==> config.mk <==
export PLATFORM = sky130hd
export DESIGN_NAME = cache_request_dispatcher
export DESIGN_NICKNAME = d
export VERILOG_FILES = /design/src/rtl/cache_trace_pkg.sv /design/src/rtl/cache_request_dispatcher_fifo.sv /design/src/rtl/cache_request_dispatcher.sv
export SDC_FILE = /design/constraint.sdc
export NUM_CORES = 1
export LEC_CHECK = 0
export CAP_MARGIN = 20
export CORE_MARGIN = 2
export CORE_UTILIZATION = 41
export CTS_CLUSTER_DIAMETER = 50
export DETAILED_ROUTE_END_ITERATION = 7
export HOLD_SLACK_MARGIN = 0.1
export PLACE_DENSITY = 0.62
export SETUP_SLACK_MARGIN = 0.5
export SLEW_MARGIN = 10
export SYNTH_ARGS = -nofsm -noshare
export SYNTH_HDL_FRONTEND = slang
export SYNTH_SLANG_ARGS = --single-unit
==> constraint.sdc <==
create_clock -name clock -period 11.8 [get_ports clock]
set_input_delay 2.36 -clock clock [delete_from_list [all_inputs] [get_ports clock]]
set_output_delay 2.36 -clock clock [all_outputs]
set_load 0.05 [all_outputs]
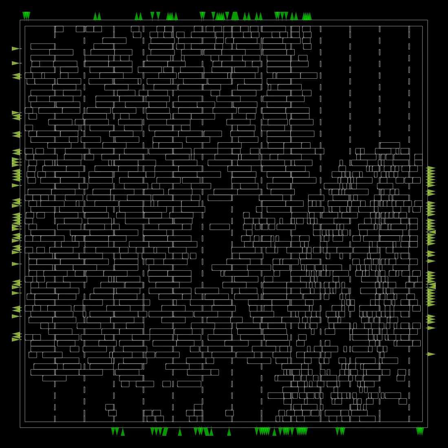
Figure 1: placement view.
num sequential: 350
Core Footprint: 34400 sq um
flop share of the area: 56.7%

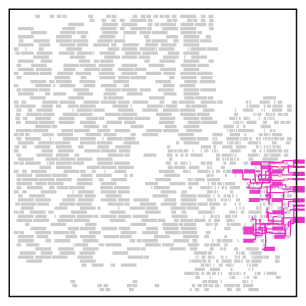
Figure 2: wires at chosen ports, followed through buffers.
Scale: 1.5 px per um.
color	port	bits	direction	edge	end cells	buffers	wire
magenta	i_count	16	output	right	16	16	655 um
# IOs: 165
Port Buffer Count: 164

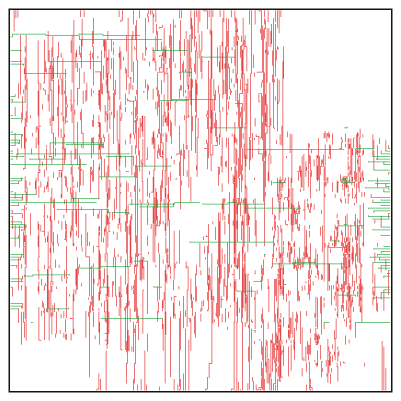
Figure 3: signal wires by layer.
Scale: 2 px per um. Only two layers are drawn.
color	layer	wire length
green	M3	1440 um
red	M2	13800 um
final wirelength: 28.7 mm
Total GRT Usage: 15.9%
wire per inst: 19.5 um
Vias: 7610

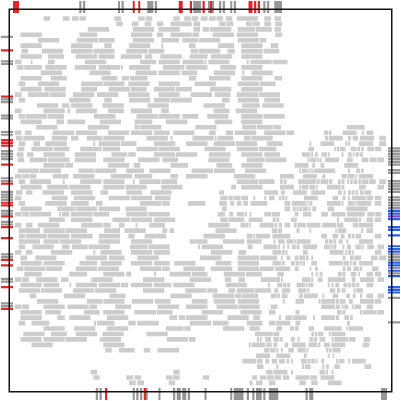
Figure 4: pin map.
Scale: 2 px per um. Pins as bars across the die edge, other pins in gray.
color	port	pins	direction	edge
red	cmd_addr	32	input	16 left, 14 top, 2 bottom
blue	i_count	16	output	right
purple	cmd_ready	1	output	right
all pins by edge	45 left, 43 right, 39 bottom, 38 top
die width: 191 um
Die H: 191 um

==> flow_summary.ini <==
; implementation run metrics
[clock_network]
clk_latency_ps = 540
cts_root_buf = clkbuf_16
post_cts.repair.setup_buffers = 0
cts_buffer_depth = 3
cts_made_buffers = 39
cts_tree = done

[critical_path]
required_ps = 9440
reg2reg_slack_ps = 7140
crit_path_cell_trace = buf_4 -> mux4_2 -> mux2_2 -> a21oi_2 -> and2_1 -> inv_1 -> ha_1 -> o21a_1 -> a211oi_2 -> a21boi_0 -> clkdlybuf4s50_1
crit_slowest_cell = clkdlybuf4s50_1
critPathMaxFanout = 26
ff2ff_path_depth = 14
slowest_delay_ps = 870
end_kind = output pin

[pwr]
p_int_mw = 2.47
power_frac_seq_pct = 39.0
seq-power_mw = 1.41
power_frac_comb_pct = 28.4
power.group.top = registers
switchingPower_mw = 1.15
pg_comb_mw = 1.02
swShare_pct = 31.7
ir_drop_mv = 0.160
p_clk_share_pct = 32.7

[drt]
routed_via_density = 5.16
firstDrtPassIters = 4
drt-initial-drc-count = 462
ant_nets = 0

[synth]
ys_sh_aoi_pct = 2.17
ys.flops = 350
avgSynthCellArea_sq_um = 16.9
synth.cellmix.simpleShare_pct = 6.97
seq_area_frac_synth_pct = 69.3
synth_area_sq_um = 14300
synth-edff-count = 288
ys_sh_mux_pct = 14.8
async_flop_share_pct = 0
ys_types = 51
synth_nets = 893
syn-instance-count = 842

[placement]
dpl_cell_area_sq_um = 16200
globalplace.congestion = 0.754
hpwl_mm = 16.6
placed_cells = 1404

[final_layout]
area_growth_pct = 22.4
buffers = 176
most-common-layout-cells = 288 x edfxtp_1, 163 x clkdlybuf4s50_1, 72 x mux4_2, 65 x nor2_1, 59 x dfxtp_1
n_all_inverters = 15
largest_reg_flops = 288
fillers = 2862
logic_area_sq_um = 3970
drive_above_1_share_pct = 19.1
largest_class = sequential cells
fin_area_sq_um = 17500
comb_area_share_pct = 22.7
logic_gates = 408
antenna_cells = 0
mostFrequentLayoutCell = edfxtp_1
clockNetworkAreaShare_pct = 7.14

[die]
initCoreUtil_pct = 41.5
rows = 68

[outcome]
status = finished clean

[final_timing]
slew_headroom_pct = 41.9
report.final.slew_viol_count = 0
hold_viol = 0
period_minus_slack_ps = 7600
finalClockSkew_ps = 24.5
fmax_ghz = 0.132
timing.setup.tns_ps = 0
finalSetupViolCount = 0

[hold_path]
hold_path.class = flop to flop
whs_path_depth = 2

[global_routing]
overflow = 0
grt_pass1_vias = 7592
grt_start_max_net_pins = 64
-- per-layer routing --
layer	global-route usage [%]	share of wire, %
met3	2.87	5.0
met2	26.1	48
met4	4.23	1.8
met1	22.0	45
met5	0	0.035
-- synth_stat cells, drive strengths merged (2+ instances only) --
library cell,count,area share (%)
mux2,35,2.8
clkbuf,20,0.53
xnor2,25,1.5
a21oi,15,0.55
and4,4,0.25
nor2b,2,0.088
edfxtp,288,61
nor3,14,0.53
nand2,23,0.61
and2,5,0.22
nand2b,6,0.26
nand3,30,1.1
inv,15,0.39
ha,10,0.88
or3,7,0.31
and3b,3,0.18
buf,49,2.3
xor2,17,1.0
o21a,2,0.11
nor2,71,1.9
a21o,2,0.11
mux4,72,11
nor4,7,0.44
o21ai,12,0.42
and3,16,0.70
mux2i,8,0.65
a211oi,3,0.23
nand4,6,0.26
a31oi,3,0.13
a21boi,2,0.11
dfxtp,62,8.7
-- critical path, delay by kind of cell, from the launching register on --
kind,cells,cell delay [ps]
compound gates,4,1460
fa+ha+maj,1,250
buf+inv,3,1420
flops,1,620
mux,2,740
simple gates,1,190
-- metrics by stage --
stage / utilization [%] / setup slack (ps) / hold slack, ps
floorplan: - / 4870 / 469
finish: 50.8 / 4200 / 506
CTS: 50.8 / 4190 / 503
global route: 50.8 / 3960 / 547
detailed placement: 47.2 / 4760 / 495
global placement: 47.2 / 4820 / 480
-- cells by family (layout without fill, tap and decap cells) --
kind of cell | count (synthesis) | count (layout)
compound gates | 44 | 44
simple gates | 197 | 197
buf+inv | 84 | 261
flops | 350 | 350
fa+ha+maj | 10 | 10
mux | 115 | 115
xor+xnor | 42 | 42
